### Metal 1, run 1

Drawn at 4 px/µm. Supply wires on this layer in grey. Cells faint in the background.
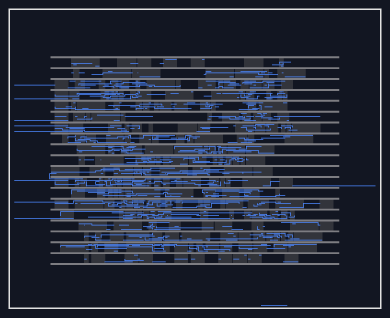
### Signal wires on met2, run 1

Drawn at 4 px/µm.
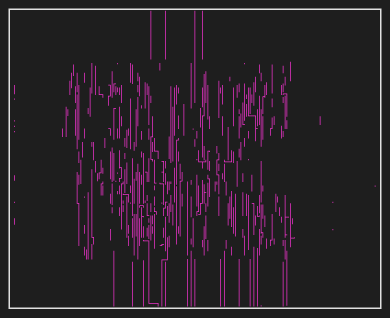
### The metal 3 layer, run 1

Drawn at 6 px/µm. Cells faint in the background.
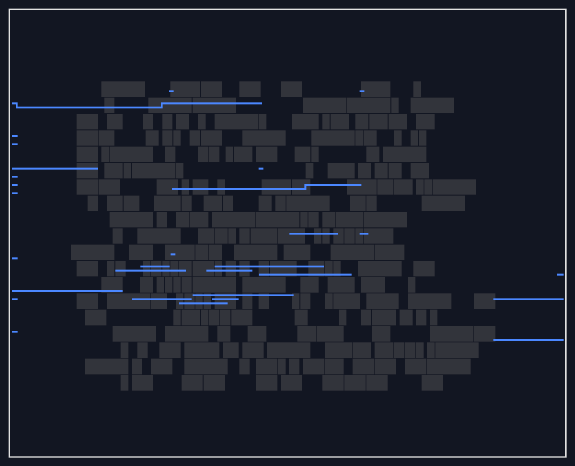
### Clock wires, drivers and flops, run 1

Drawn at 3 px/µm.
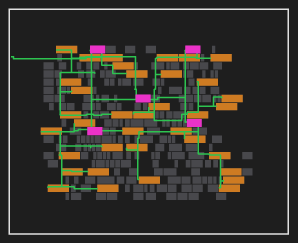
## src/rtl/compuertas_pkg.sv

```systemverilog
// Shared types and constants for the logic-gate self-test sequencer:
// state encoding, golden truth table and gate-output bit positions.
package compuertas_pkg;

    typedef enum logic [1:0] {
        ST_IDLE,
        ST_DRIVE,
        ST_SAMPLE,
        ST_DONE
    } autotestState_t;

    // Expected {YES,NOT,XNOR,NOR,NAND,XOR,OR,AND} for idx = {e1,e0}
    localparam logic [7:0] GOLDEN [0:3] = '{8'h78, 8'h8E, 8'h4E, 8'hA3};

    localparam int GATE_AND  = 0;
    localparam int GATE_OR   = 1;
    localparam int GATE_XOR  = 2;
    localparam int GATE_NAND = 3;
    localparam int GATE_NOR  = 4;
    localparam int GATE_XNOR = 5;
    localparam int GATE_NOT  = 6;
    localparam int GATE_YES  = 7;

    localparam logic [1:0] LAST_IDX = 2'd3;

    function automatic logic [7:0] goldenFor(input logic [1:0] idx);
        return GOLDEN[idx];
    endfunction

endpackage

```

## src/rtl/compuertas_autotest_if.sv

```systemverilog
// Bus between the board-level controller, the self-test sequencer and
// the gate unit: run control, gate drive/sense and test results.
interface compuertas_autotest_if;

    logic       start;
    logic       e0_o;
    logic       e1_o;
    logic [7:0] s_i;
    logic       busy;
    logic       done;
    logic       pass;
    logic [7:0] fail_mask;
    logic [1:0] first_fail_vec;
    logic       fail_valid;
    logic [7:0] run_count;

    // Controller / gate-unit side
    modport master (
        output start,
        output s_i,
        input  e0_o,
        input  e1_o,
        input  busy,
        input  done,
        input  pass,
        input  fail_mask,
        input  first_fail_vec,
        input  fail_valid,
        input  run_count
    );

    // Sequencer side
    modport slave (
        input  start,
        input  s_i,
        output e0_o,
        output e1_o,
        output busy,
        output done,
        output pass,
        output fail_mask,
        output first_fail_vec,
        output fail_valid,
        output run_count
    );

endinterface

```

## src/rtl/compuertas_settle_cnt.sv

```systemverilog
// Settle-time counter: a load starts the count at 1, enable advances it
// and it parks on the limit, where the terminal flag is raised.
module compuertas_settle_cnt (
    input  logic       clk,
    input  logic       rst,
    input  logic       i_load,
    input  logic       i_en,
    input  logic [7:0] i_limit,
    output logic [7:0] o_count,
    output logic       o_term
);

    logic [7:0] r_count;
    logic       w_term;

    assign w_term  = (r_count == i_limit);
    assign o_term  = w_term;
    assign o_count = r_count;

    always_ff @(posedge clk) begin
        if (rst) begin
            r_count <= 8'd0;
        end else if (i_load) begin
            r_count <= 8'd1;
        end else if (i_en && !w_term) begin
            r_count <= r_count + 8'd1;
        end
    end

endmodule

```

## src/rtl/compuertas_autotest.sv

```systemverilog
// Self-test sequencer: walks the gate unit through all four input vectors,
// compares each sampled output byte with the golden table and reports results.
module compuertas_autotest
    import compuertas_pkg::*;
#(
    parameter int unsigned SETTLE_CYCLES = 2
) (
    input  logic                  clk,
    input  logic                  rst,
    compuertas_autotest_if.slave  bus
);

    localparam logic [7:0] W_LIMIT = 8'(SETTLE_CYCLES);

    autotestState_t r_state;
    logic [1:0]     r_idx;
    logic           r_e0;
    logic           r_e1;
    logic           r_busy;
    logic           r_done;
    logic           r_pass;
    logic [7:0]     r_failMask;
    logic [1:0]     r_firstFailVec;
    logic           r_failValid;
    logic [7:0]     r_runCount;

    logic [7:0] w_mismatch;
    logic       w_anyMiss;
    logic [1:0] w_nextIdx;
    logic       w_cntLoad;
    logic       w_cntEn;
    logic       w_settled;
    logic [7:0] w_cntValue;

    assign w_mismatch = bus.s_i ^ goldenFor(r_idx);
    assign w_anyMiss  = |w_mismatch;
    assign w_nextIdx  = r_idx + 2'd1;

    // Counter restarts whenever a new vector enters DRIVE
    assign w_cntLoad = ((r_state == ST_IDLE) && bus.start) ||
                       ((r_state == ST_SAMPLE) && (r_idx != LAST_IDX));
    assign w_cntEn   = (r_state == ST_DRIVE);

    compuertas_settle_cnt u_settle (
        .clk     (clk),
        .rst     (rst),
        .i_load  (w_cntLoad),
        .i_en    (w_cntEn),
        .i_limit (W_LIMIT),
        .o_count (w_cntValue),
        .o_term  (w_settled)
    );

    always_ff @(posedge clk) begin
        if (rst) begin
            r_state        <= ST_IDLE;
            r_idx          <= 2'd0;
            r_e0           <= 1'b0;
            r_e1           <= 1'b0;
            r_busy         <= 1'b0;
            r_done         <= 1'b0;
            r_pass         <= 1'b0;
            r_failMask     <= 8'd0;
            r_firstFailVec <= 2'd0;
            r_failValid    <= 1'b0;
            r_runCount     <= 8'd0;
        end else begin
            case (r_state)
                ST_IDLE: begin
                    r_done <= 1'b0;
                    if (bus.start) begin
                        r_failMask     <= 8'd0;
                        r_failValid    <= 1'b0;
                        r_firstFailVec <= 2'd0;
                        r_pass         <= 1'b0;
                        r_idx          <= 2'd0;
                        r_e0           <= 1'b0;
                        r_e1           <= 1'b0;
                        r_busy         <= 1'b1;
                        r_state        <= ST_DRIVE;
                    end
                end
                ST_DRIVE: begin
                    if (w_settled) begin
                        r_state <= ST_SAMPLE;
                    end
                end
                ST_SAMPLE: begin
                    r_failMask <= r_failMask | w_mismatch;
                    if (w_anyMiss && !r_failValid) begin
                        r_firstFailVec <= r_idx;
                        r_failValid    <= 1'b1;
                    end
                    // pass must already include the last vector's mismatch when done rises
                    if (r_idx == LAST_IDX) begin
                        r_pass  <= !(r_failValid || w_anyMiss);
                        r_done  <= 1'b1;
                        r_busy  <= 1'b0;
                        r_e0    <= 1'b0;
                        r_e1    <= 1'b0;
                        r_state <= ST_DONE;
                        if (r_runCount != 8'hFF) begin
                            r_runCount <= r_runCount + 8'd1;
                        end
                    end else begin
                        r_idx   <= w_nextIdx;
                        r_e0    <= w_nextIdx[0];
                        r_e1    <= w_nextIdx[1];
                        r_state <= ST_DRIVE;
                    end
                end
                ST_DONE: begin
                    r_done  <= 1'b0;
                    r_state <= ST_IDLE;
                end
                default: begin
                    r_state <= ST_IDLE;
                end
            endcase
        end
    end

    assign bus.e0_o           = r_e0;
    assign bus.e1_o           = r_e1;
    assign bus.busy           = r_busy;
    assign bus.done           = r_done;
    assign bus.pass           = r_pass;
    assign bus.fail_mask      = r_failMask;
    assign bus.first_fail_vec = r_firstFailVec;
    assign bus.fail_valid     = r_failValid;
    assign bus.run_count      = r_runCount;

    logic w_unusedCnt;
    assign w_unusedCnt = ^w_cntValue;

endmodule

```

## src/flat_wrapper.sv

```systemverilog
// flat-port wrapper written by rule: the top's interface ports become plain ports
module compuertas_autotest_flat import compuertas_pkg::*;
#(
    parameter int unsigned SETTLE_CYCLES = 2
)
  (clk, rst, bus_start, bus_s_i, bus_e0_o, bus_e1_o, bus_busy, bus_done, bus_pass, bus_fail_mask, bus_first_fail_vec, bus_fail_valid, bus_run_count);
  compuertas_autotest_if bus_i ();
  input  logic clk;
  input  logic rst;
  input wire logic [$bits(bus_i.start)-1:0] bus_start;
  input wire logic [$bits(bus_i.s_i)-1:0] bus_s_i;
  output wire logic [$bits(bus_i.e0_o)-1:0] bus_e0_o;
  output wire logic [$bits(bus_i.e1_o)-1:0] bus_e1_o;
  output wire logic [$bits(bus_i.busy)-1:0] bus_busy;
  output wire logic [$bits(bus_i.done)-1:0] bus_done;
  output wire logic [$bits(bus_i.pass)-1:0] bus_pass;
  output wire logic [$bits(bus_i.fail_mask)-1:0] bus_fail_mask;
  output wire logic [$bits(bus_i.first_fail_vec)-1:0] bus_first_fail_vec;
  output wire logic [$bits(bus_i.fail_valid)-1:0] bus_fail_valid;
  output wire logic [$bits(bus_i.run_count)-1:0] bus_run_count;
  assign bus_i.start = bus_start;
  assign bus_i.s_i = bus_s_i;
  assign bus_e0_o = bus_i.e0_o;
  assign bus_e1_o = bus_i.e1_o;
  assign bus_busy = bus_i.busy;
  assign bus_done = bus_i.done;
  assign bus_pass = bus_i.pass;
  assign bus_fail_mask = bus_i.fail_mask;
  assign bus_first_fail_vec = bus_i.first_fail_vec;
  assign bus_fail_valid = bus_i.fail_valid;
  assign bus_run_count = bus_i.run_count;
  compuertas_autotest #(.SETTLE_CYCLES(SETTLE_CYCLES)) u_core (.clk(clk), .rst(rst), .bus(bus_i));
endmodule
```

## config.mk

```make
export PLATFORM = sky130hd
export DESIGN_NAME = compuertas_autotest_flat
export DESIGN_NICKNAME = d
export VERILOG_FILES = /design/src/rtl/compuertas_pkg.sv /design/src/rtl/compuertas_autotest_if.sv /design/src/rtl/compuertas_settle_cnt.sv /design/src/rtl/compuertas_autotest.sv /design/src/flat_wrapper.sv
export SDC_FILE = /design/constraint.sdc
export NUM_CORES = 1
export LEC_CHECK = 0
export ABC_AREA = 0
export CAP_MARGIN = 0
export CORE_ASPECT_RATIO = 0.75
export CORE_MARGIN = 10
export CORE_UTILIZATION = 45
export DETAILED_ROUTE_END_ITERATION = 6
export HOLD_SLACK_MARGIN = 0.06
export MAX_ROUTING_LAYER = met4
export PLACE_DENSITY_LB_ADDON = 0.3
export REMOVE_ABC_BUFFERS = 1
export SLEW_MARGIN = 10
export SYNTH_ARGS = -nofsm -noshare
export SYNTH_HDL_FRONTEND = slang
export SYNTH_SLANG_ARGS = --single-unit
```

## constraint.sdc

```tcl
create_clock -name clk -period 2.6 [get_ports clk]
set_clock_uncertainty 0.2 [all_clocks]
set_input_delay 0.39 -clock clk [delete_from_list [all_inputs] [get_ports clk]]
set_output_delay 0.39 -clock clk [all_outputs]
set_load 0.02 [all_outputs]
```

==> results.yml, run 1 <==
# yosys + openroad results
clock_network:
  cts.sinks: 36
  post-cts-setup-buffers: 0
  cts_made_buffers: 5
  clk_pin_slew_ps: 70
  ctsResizeCount: 0
  cts_tree: "yes"
  cts_root_buffer: "clkbuf_8"
  htreeDepth: 2
  ctsHoldBuffers: 0
  clk_path_buf_depth: 2
run:
  warnings: 32
  cap_violations: 0
critical_path:
  critPathCaptureType: "flip-flop"
  crit_required_ps: 2580
  path_class: "reg -> reg"
  cp_cell_sequence: "inv_1 > ha_1 > or3_4 > a2111oi_2 > a21oi_1 > a32o_1"
  r2r_cells: 6
  r2r_start: "u_core.r_idx[0]$_SDFFE_PP0P_"
  slowest_stage: "a2111oi_2"
  crit_fanout: 6
  startpoint_type: "flip-flop"
  crit_arrival_ps: 2410
  critPathMaxStageDelay_ps: 500
  startpoint: "u_core.r_idx[0]$_SDFFE_PP0P_"
yosys:
  ys_area_um2: 1770
  topCombFamilyByArea: "simple AND/OR/NAND/NOR gates"
  synthFlopType: "dfxtp_1"
  top_cells_by_area: "dfxtp_1, ha_1, nor2_1"
  synthCells: 201
  edf_count: 0
  top_cell_area_share: 0.406
  ys_cells: 201
  synth_area_per_cell_um2: 8.83
  yosys.area_share.simple: 0.201
  synth_seq_share: 0.406
  ys_sh_aoi: 0.176
  ys_sh_xor: 0.0839
  synth_warnings: 0
  netlist-cell-type-count: 42
  syn_area_um2: 1770
  synth-seq-cells: 36
  synth-adder-area-share: 0.0776
  synthArstFlopShare: 0
  mux_share: 0.0233
  largest_area_cell: "dfxtp_1"
timing:
  setup_viol: 0
  hold_viol_final: 0
  final_max_slew_viol_count: 0
  finalClockPeriodUsage: 0.934
  fmax_mhz: 412
  tightest_slew_ps: 554
  fin_tns_setup_ps: 0
  finalCriticalPeriod_ps: 2430
  rsz0062_at_grt: "no"
  setup_ws_ps: 173
  relSlewSlack: 0.620
global_routing:
  grt_pass1_wl_um: 6780
  grt_max_degree: 15
  track_usage: 0.127
  antenna_found_initial: 0
  grt_pass1_vias: 1453
  grt_overflow: 0
min_path:
  holdPathStages: 2
  hold_path.class: "reg -> reg"
  hold_start: "u_core.bus.e0_o$_SDFFE_PP0P_"
placement:
  place_area_um2: 2160
  gp_congestion: 0.935
  portBuffers: 34
  dp_slack_ps: 205
  dp_hpwl_um: 3060
layout:
  fillers: 360
  logic_area_um2: 996
  flop_area_um2: 721
  nNetsFinal: 259
  num_antenna_cells: 0
  final_area_um2: 2250
  drive_above_1_share: 0.0630
  syn_to_final_growth_pct: 26.6
route:
  firstDrtPassIters: 4
  avgViaCountPerCell: 5.32
  antenna_left: 0
  avgRoutedWirePerCell_um: 14.0
  drc: 0
  drt_iter0_drc: 92
die:
  fp.dieH_um: 74.4
  rows: 19
  coreArea_um2: 3730
  dieWidth_um: 92.5
  io_pins: 35
  fp_util: 0.475
  dieArea_um2: 6880
power_and_ir_drop:
  p_leak_nw: 0.826
  ir_worst_vdd_uv: 389
  cellPowerDensity_nw_per_um2: 546
  report.power.total_w: 0.00123
run_status:
  status: "completed"
-- 'Metal 1' (at the start) --
wire length on this layer: 2050 µm
share of all routed wire: 51%
nets with wire on the layer: 237
WL final: 4060 µm
vias: 1542

-- 'Signal wires on met2' (at the start) --
main direction: vertical
longest straight run: 23.8 µm
nets with wire on the layer: 211
met2 usage: 0.181

-- 'The metal 3 layer' (at the start) --
longest straight run: 24.1 µm
share of all routed wire: 5.9%
main direction: horizontal
met3 usage: 0.0392

-- 'Clock wires, drivers and flops' (at the start) --
[magenta] clock drivers | count: 5
[orange] flip-flops | count: 36
[green] clock wires | length: 491 µm
routed clock nets: 6
Latency at later pin: 290 ps
clock share of power: 0.338
P_clk: 0.000415 W

## run 1: cell type report
class / count / area share
Sequential cell: 36 / 0.321
Tap cell: 52 / 0.0290
Multi-Input combinational cell: 152 / 0.443
Inverter: 7 / 0.0117
Clock buffer: 8 / 0.0401
Timing Repair Buffer: 35 / 0.155
## run 1: registers in the layout, indices dropped and copies added, names as in the netlist, 2 cells and up
| name | count |
|---|---|
| u_core.u_settle.o_count | 8 |
| u_core.r_idx | 2 |
| u_core.r_state | 2 |
| u_core.bus.fail_mask | 8 |
| u_core.bus.run_count | 8 |
| u_core.bus.first_fail_vec | 2 |
## run 1: worst max-delay path, delay by kind of cell (launching register included)
family,cells,cell delay [ps]
flops,1,450
compound gates,3,880
fa+ha+maj,1,260
buf+inv,1,140
simple gates,1,390
## run 1: logic make-up (layout without fill, tap and decap cells)
kind of cell / after synthesis / count (layout)
flops: 36 / 36
buf+inv: 13 / 50
mux: 4 / 4
fa+ha+maj: 11 / 11
simple gates: 72 / 72
compound gates: 48 / 48
xor+xnor: 17 / 17
## run 1: cells in the mapped netlist (5+ instances only)
cell type,instances
inv_1,7
xnor2_1,7
nor2_1,30
o21ai_1,5
nand3_1,7
dfxtp_1,36
o21ai_0,6
nand4_1,6
a21oi_1,21
ha_1,11
xor2_1,10
nand2_1,11
## run 1: routing by layer
| layer | vias up | global-route usage | routed length (µm) |
|---|---|---|---|
| li1 | 780 | - | - |
| met1 | 713 | 0.164 | 2050 |
| met2 | 41 | 0.181 | 1710 |
| met3 | 8 | 0.0392 | 240 |
| met4 | 0 | 0.0461 | 61 |
| met5 | - | - | 0 |
## run 1: through the flow
| stage | cells | hold WS (ps) | utilization |
|---|---|---|---|
| 3_5_place_dp | 282 | 248 | 0.578 |
| 6_report | 290 | 270 | 0.602 |
| 5_1_grt | 290 | 273 | 0.602 |
| 2_1_floorplan | 195 | 259 | - |
| 4_1_cts | 290 | 264 | 0.602 |
| 3_3_place_gp | 282 | 245 | 0.578 |
## run 1: final timing paths
kind                                                                  end  slack, ps
worst min-delay path                         u_core.bus.e0_o$_SDFFE_PP0P_        270
worst max-delay path            u_core.bus.first_fail_vec[1]$_SDFFE_PP0P_        170
worst min register to register               u_core.bus.e0_o$_SDFFE_PP0P_        270
worst max register to register  u_core.bus.first_fail_vec[1]$_SDFFE_PP0P_        170
## run 1: report_power, final
group	internal (W)	switching [W]
registers	0.000575	0.0000183
logic	0.0000908	0.000127
clock network	0.000216	0.000198
## run 1: layout by cell type, fill, tap and decap left out, types with 2 or more instances in the layout
cell type / n
dfxtp_1: 36
clkdlybuf4s50_1: 34
nor2_1: 30
a21oi_1: 21
nand2_1: 11
ha_1: 11
xor2_1: 10
inv_1: 7
xnor2_1: 7
nand3_1: 7
nand4_1: 6
o21ai_0: 6
clkbuf_8: 6
o21ai_1: 5
nand2b_1: 3
or4_1: 3
mux2i_1: 3
nor2b_1: 2
a32o_1: 2
or3_1: 2
o21a_1: 2
o31ai_1: 2
and3_1: 2
clkbuf_1: 2
### Track usage over the die, run 1

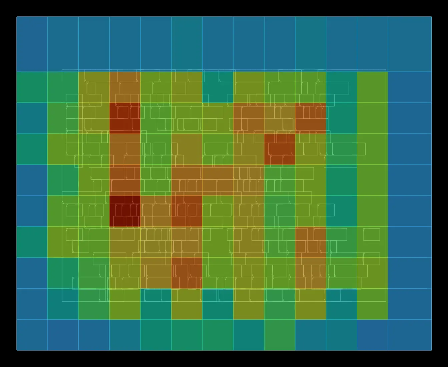

==> run 2: changes to the inputs <==
--- a/config.mk
+++ b/config.mk
@@ -13,7 +13,7 @@
 export DETAILED_ROUTE_END_ITERATION = 6
 export HOLD_SLACK_MARGIN = 0.06
 export MAX_ROUTING_LAYER = met4
-export PLACE_DENSITY_LB_ADDON = 0.3
+export PLACE_DENSITY_LB_ADDON = 0.08
 export REMOVE_ABC_BUFFERS = 1
 export SLEW_MARGIN = 10
 export SYNTH_ARGS = -nofsm -noshare
### Track usage over the die, run 2

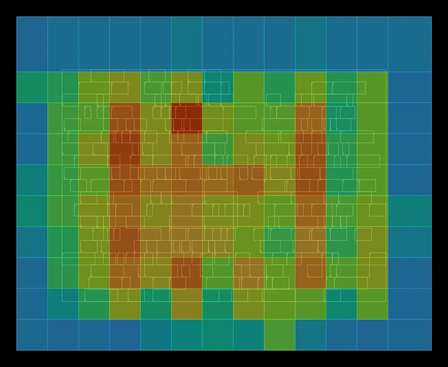
M1 GR Usage: 0.188
met2 usage: 0.206
Routed wire per std cell: 15.7 µm
final core occ: 0.598
GRT Util Overall: 0.142

==> results.yml, run 2 <==
# yosys + openroad results
run_status:
  status: "completed"
die:
  rows: 19
  io_pins: 35
  fp.dieH_um: 74.4
  dieArea_um2: 6880
  fp_util: 0.475
  coreArea_um2: 3730
  dieWidth_um: 92.5
yosys:
  synthFlopType: "dfxtp_1"
  top_cells_by_area: "dfxtp_1, ha_1, nor2_1"
  synth_area_per_cell_um2: 8.83
  synth_seq_share: 0.406
  synthArstFlopShare: 0
  largest_area_cell: "dfxtp_1"
  ys_area_um2: 1770
  synthCells: 201
  ys_cells: 201
  netlist-cell-type-count: 42
  synth-seq-cells: 36
  syn_area_um2: 1770
  top_cells_by_count: "dfxtp_1, nor2_1, a21oi_1, ha_1, nand2_1"
  top_cell_area_share: 0.406
  synth_warnings: 0
  edf_count: 0
  most_common_cell: "dfxtp_1"
global_routing:
  grt_pass1_vias: 1546
  grt_pass1_wl_um: 7620
  antenna_found_initial: 0
  grt_overflow: 0
  grt_max_degree: 13
timing:
  rsz0062_at_grt: "no"
  tightest_slew_ps: 563
  finalClockPeriodUsage: 0.932
  hold_viol_final: 0
  setup_viol: 0
  fmax_mhz: 413
  final_max_slew_viol_count: 0
  relSlewSlack: 0.614
  fin_tns_setup_ps: 0
  finalCriticalPeriod_ps: 2420
clock_network:
  post-cts-setup-buffers: 0
  cts_made_buffers: 5
  cts_root_buffer: "clkbuf_8"
  clk_path_buf_depth: 2
  ctsResizeCount: 0
  clk_pin_slew_ps: 70
  cts.sinks: 36
  cts_tree: "yes"
  ctsHoldBuffers: 0
  clk_latency_ps: 280
  htreeDepth: 2
power_and_ir_drop:
  clock_power_share: 0.311
  seqPwrFrac: 0.500
  ir_worst_vdd_uv: 305
  p_sw_frac: 0.286
  power.internal_w: 0.000848
  cellPowerDensity_nw_per_um2: 532
  p_comb_frac: 0.189
  report.power.total_w: 0.00119
  p_switching_w: 0.000339
  p_leak_nw: 0.821
route:
  firstDrtPassIters: 4
  drc: 0
  drt_iter0_drc: 111
  antenna_left: 0
  avgViaCountPerCell: 5.39
min_path:
  hold_path.class: "reg -> reg"
layout:
  most-common-layout-cells: "dfxtp_1, clkdlybuf4s50_1, nor2_1, a21oi_1"
  fillers: 358
  syn_to_final_growth_pct: 25.9
  num_antenna_cells: 0
  drive_above_1_share: 0.0633
  lay_top_count: "dfxtp_1"
  final_cells: 289
  nNetsFinal: 259
critical_path:
  critPathCaptureType: "flip-flop"
  startpoint_type: "flip-flop"
  crit_fanout: 6
  crit_arrival_ps: 2450
  path_class: "reg -> reg"
  crit_required_ps: 2620
placement:
  dp_hpwl_um: 3460
  portBuffers: 34
  placed_cells: 282
  gp_congestion: 0.934
run:
  cap_violations: 0
  warnings: 32
### The metal 3 layer, run 2

Drawn at 6 px/µm. Cells faint in the background.
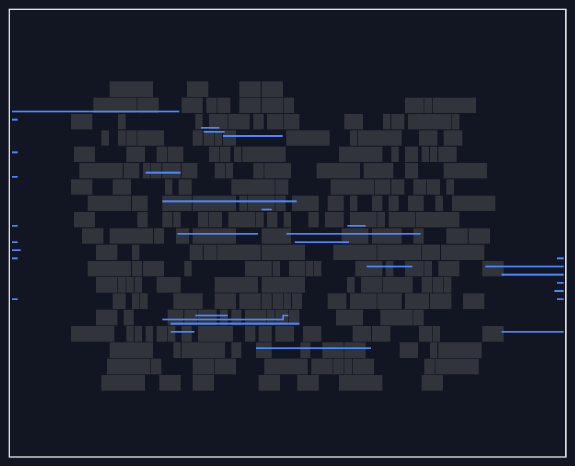
nets with wire on the layer: 28
share of all routed wire: 5.3%
wire length on this layer: 239 µm
longest straight run: 27.6 µm
main direction: horizontal
WL final: 4540 µm
vias: 1559

run 2: cell counts after synthesis:
No cell type changed its count.
run 2: metal layers:
metal  wire length [µm]  track usage
met1               2330        0.188
met3                238       0.0392
met5                  0            -
met4                 20       0.0410
met2               1960        0.206
run 2: final timing paths:
kind,start,end,slack [ps],cells after the start
setup reg to reg,u_core.r_idx[0]$_SDFFE_PP0P_,u_core.bus.first_fail_vec[1]$_SDFFE_PP0P_,180,6
hold / removal,u_core.bus.fail_mask[6]$_SDFFE_PP0P_,u_core.bus.fail_mask[6]$_SDFFE_PP0P_,280,2
hold reg to reg,u_core.bus.fail_mask[6]$_SDFFE_PP0P_,u_core.bus.fail_mask[6]$_SDFFE_PP0P_,280,2
setup / recovery,u_core.r_idx[0]$_SDFFE_PP0P_,u_core.bus.first_fail_vec[1]$_SDFFE_PP0P_,180,6
run 2: cell type report:
type                            count  area (µm²)  area share
Tap cell                           52        65.1      0.0291
Sequential cell                    36         721       0.323
Clock inverter                      1        5.00     0.00224
Clock buffer                        6        72.6      0.0325
Timing Repair Buffer               35         348       0.156
Inverter                            7        26.3      0.0118
Multi-Input combinational cell    152         996       0.446
run 2: metrics by stage:
step	setup slack, ps	instance area (µm²)	util	hold slack, ps
floorplan	403	1740	-	259
finish	176	2230	0.598	275
global placement	292	2160	0.578	245
detailed placement	200	2160	0.578	265
global route	67.6	2230	0.598	303
CTS	177	2230	0.598	283
run 2: worst max-delay path: stages, from the launching register on:
cell and delay (ps):
dfxtp_1 440, inv_1 140, ha_1 400, xor2_1 220
or4_1 580, o21ai_1 210, a32o_1 190
run 2: cells by family after synthesis:
logic type               after synthesis  share of synthesized area
buffers and inverters                 13                     0.0324
flip-flops                            36                      0.406
AND-OR/OR-AND                         48                      0.176
multiplexers                           4                     0.0233
AND/OR/NAND/NOR                       72                      0.201
adder cells (fa/ha/maj)               11                     0.0776
XOR/XNOR                              17                     0.0839
run 2: power by group through the flow:
stage	sequential [W]	combinational (W)	clock [W]
after floorplan	0.000619	0.000119	0
after global placement	0.000603	0.000218	0
after detailed placement	0.000606	0.000220	0
after CTS	0.000593	0.000222	0.000388
after global routing	0.000596	0.000248	0.000416
final	0.000593	0.000224	0.000370
### Clock wires, drivers and flops, run 2

Drawn at 3 px/µm.
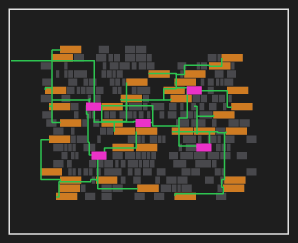

==> run 3: changes to the inputs <==
--- a/config.mk
+++ b/config.mk
@@ -7,8 +7,7 @@
 export LEC_CHECK = 0
 export ABC_AREA = 0
 export CAP_MARGIN = 0
-export CORE_ASPECT_RATIO = 0.75
-export CORE_MARGIN = 10
+export CORE_MARGIN = 5
 export CORE_UTILIZATION = 45
 export DETAILED_ROUTE_END_ITERATION = 6
 export HOLD_SLACK_MARGIN = 0.06
### Clock wires, drivers and flops, run 3

Drawn at 4 px/µm.
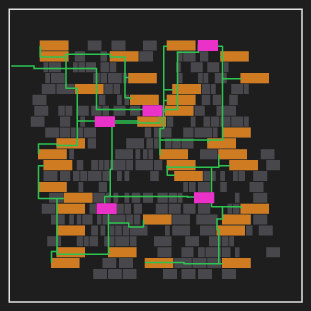
[green] clock wires | length: 453 µm
[orange] flip-flops | count: 36
[magenta] clock drivers | count: 5
flops lie: all over the die
Latency at later pin: 280 ps
P_clk: 0.000352 W
clock share of power: 0.303

### Metal 1, run 3

Drawn at 6 px/µm. Supply wires on this layer in grey. Cells faint in the background.
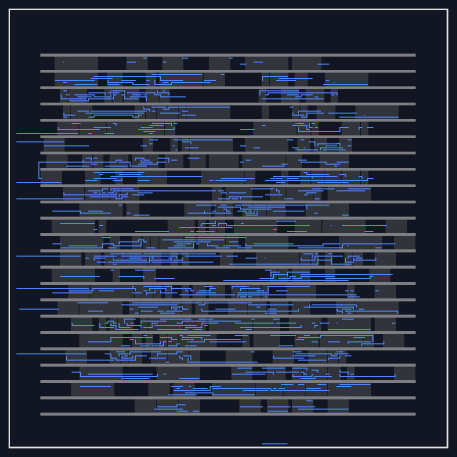
longest straight run: 20.7 µm
share of all routed wire: 48%
main direction: horizontal
vias: 1551
WL final: 3830 µm
M1 GR Usage: 0.205

==> results.yml, run 3 <==
# yosys + openroad results
run_status:
  status: "completed"
route:
  avgRoutedWirePerCell_um: 13.4
  antenna_left: 0
  avgViaCountPerCell: 5.44
  drc: 0
  firstDrtPassIters: 4
  drt_iter0_drc: 75
placement:
  dp_hpwl_um: 2960
  portBuffers: 34
  gp_congestion: 0.876
  placed_cells: 280
yosys:
  ys_sh_aoi: 0.176
  synthArstFlopShare: 0
  netlist-cell-type-count: 42
  ys_cells: 201
  most_common_cell: "dfxtp_1"
  syn_area_um2: 1770
  edf_count: 0
  synth-adder-area-share: 0.0776
  top_cell_area_share: 0.406
  synth_seq_share: 0.406
  top_cells_by_area: "dfxtp_1, ha_1, nor2_1"
  synthFlopType: "dfxtp_1"
  mux_share: 0.0233
  synth-seq-cells: 36
  top_cells_by_count: "dfxtp_1, nor2_1, a21oi_1, ha_1, nand2_1"
  ys_area_um2: 1770
  topCombFamilyByArea: "simple AND/OR/NAND/NOR gates"
  ys_sh_xor: 0.0839
  synthCells: 201
  synth_area_per_cell_um2: 8.83
  yosys.area_share.simple: 0.201
  synth_warnings: 0
  largest_area_cell: "dfxtp_1"
timing:
  fmax_mhz: 413
  finalHoldWorstSlack_ps: 264
  tightest_slew_ps: 503
  setup_viol: 0
  fin_tns_setup_ps: 0
  relSlewSlack: 0.655
  rsz0062_at_grt: "no"
  finalClockPeriodUsage: 0.931
  final_max_slew_viol_count: 0
  finalCriticalPeriod_ps: 2420
  hold_viol_final: 0
clock_network:
  cts_root_buffer: "clkbuf_8"
  htreeDepth: 2
  clk_path_buf_depth: 2
  cts.sinks: 36
  post-cts-setup-buffers: 0
  cts_made_buffers: 5
  cts_tree: "yes"
  ctsHoldBuffers: 0
  clk_pin_slew_ps: 60
  ctsResizeCount: 0
die:
  coreArea_um2: 3740
  io_pins: 35
  dieWidth_um: 72.8
  fp_util: 0.474
  rows: 22
  dieArea_um2: 5300
  fp.dieH_um: 72.8
global_routing:
  antenna_found_initial: 0
  grt_pass1_wl_um: 6500
  grt_pass1_vias: 1457
  track_usage: 0.159
  grt_max_degree: 12
  grt_overflow: 0
layout:
  lay_top_count: "dfxtp_1"
  flop_area_um2: 721
  fin_util: 0.597
  fillers: 347
  syn_to_final_growth_pct: 26.0
  drive_above_1_share: 0.0675
  num_antenna_cells: 0
  logic_area_um2: 996
  final_cells: 285
  most-common-layout-cells: "dfxtp_1, clkdlybuf4s50_1, nor2_1, a21oi_1"
  nNetsFinal: 261
critical_path:
  cp-endpoint: "u_core.bus.pass$_SDFFE_PP0P_"
  startpoint_type: "flip-flop"
  regToRegSetupSlack_ps: 180
  crit_arrival_ps: 2410
  crit_required_ps: 2590
  cp_top_family: "simple AND/OR/NAND/NOR gates"
  r2r_cells: 5
  r2r_start: "u_core.r_idx[0]$_SDFFE_PP0P_"
  crit_cells: 5
  startpoint: "u_core.r_idx[0]$_SDFFE_PP0P_"
  cp_cell_sequence: "inv_1 > ha_1 > xor2_1 > or4_1 > o41ai_2"
  critPathMaxStageDelay_ps: 590
  path_class: "reg -> reg"
  crit_fanout: 6
  critPathBufInv: 1
  critPathCaptureType: "flip-flop"
  slowest_stage: "or4_1"
  rr_endpoint: "u_core.bus.pass$_SDFFE_PP0P_"
power_and_ir_drop:
  cellPowerDensity_nw_per_um2: 519
  p_leak_nw: 0.826
  ir_worst_vdd_uv: 309
min_path:
  hold_path.class: "reg -> reg"
run:
  cap_violations: 0
  warnings: 32
[run 3: cell types whose count changed in the layout (fill, tap and decap cells not counted), sizes merged]
| cell | delta |
|---|---|
| clkbuf | -1 |
| buf | +2 |
| clkinv | -1 |
[run 3: cell families (layout without fill, tap and decap cells)]
logic type               after synthesis  in the layout
flip-flops                            36             36
AND-OR/OR-AND                         48             48
multiplexers                           4              4
AND/OR/NAND/NOR                       72             72
XOR/XNOR                              17             17
buffers and inverters                 13             49
adder cells (fa/ha/maj)               11             11
[run 3: worst reg2reg max path, stage by stage, from the launching register on]
cell and delay [ps]:
dfxtp_1 430, inv_1 140, ha_1 400, xor2_1 210, or4_1 590, o41ai_2 360
[run 3: worst min-delay path by stage]
stage	startpoint	depth (start not counted)	endpoint	slack (ps)
floorplan	rst	1	u_core.bus.done$_SDFFE_PP0P_	260
detailed placement	u_core.bus.fail_mask[7]$_SDFFE_PP0P_	2	u_core.bus.fail_mask[7]$_SDFFE_PP0P_	250
global placement	u_core.bus.e0_o$_SDFFE_PP0P_	2	u_core.bus.e0_o$_SDFFE_PP0P_	240
CTS	u_core.bus.fail_mask[7]$_SDFFE_PP0P_	2	u_core.bus.fail_mask[7]$_SDFFE_PP0P_	270
finish	u_core.bus.e0_o$_SDFFE_PP0P_	2	u_core.bus.e0_o$_SDFFE_PP0P_	260
global route	u_core.bus.e0_o$_SDFFE_PP0P_	2	u_core.bus.e0_o$_SDFFE_PP0P_	290
[run 3: per-stage QoR]
stage	setup WS (ps)	area, µm²	total power [W]
floorplan	403	1740	0.000738
global placement	318	2170	0.000819
detailed placement	186	2170	0.000821
CTS	163	2230	0.00118
global route	35.1	2230	0.00121
finish	180	2230	0.00116
[run 3: cell type report]
class,instances,share of cell area
Clock buffer,5,0.0308
Inverter,7,0.0118
Multi-Input combinational cell,152,0.446
Sequential cell,36,0.323
Tap cell,48,0.0269
Timing Repair Buffer,37,0.162
[run 3: per-layer routing]
layer  GRT usage  part of all wire  vias to the layer above
met3      0.0441             0.056                        4
met1       0.205              0.48                      728
met2       0.240              0.46                       40
met4      0.0492            0.0063                        0
met5           -                 0                        -
li1            -                 -                      779
[run 3: power breakdown]
part	leakage, nW	internal [W]	switching (W)	total (W)
Combinational	0.498	0.0000919	0.000124	0.000216
Sequential	0.292	0.000575	0.0000183	0.000593
Clock	0.0359	0.000173	0.000179	0.000352
Power is estimated from default activity; no workload was simulated.
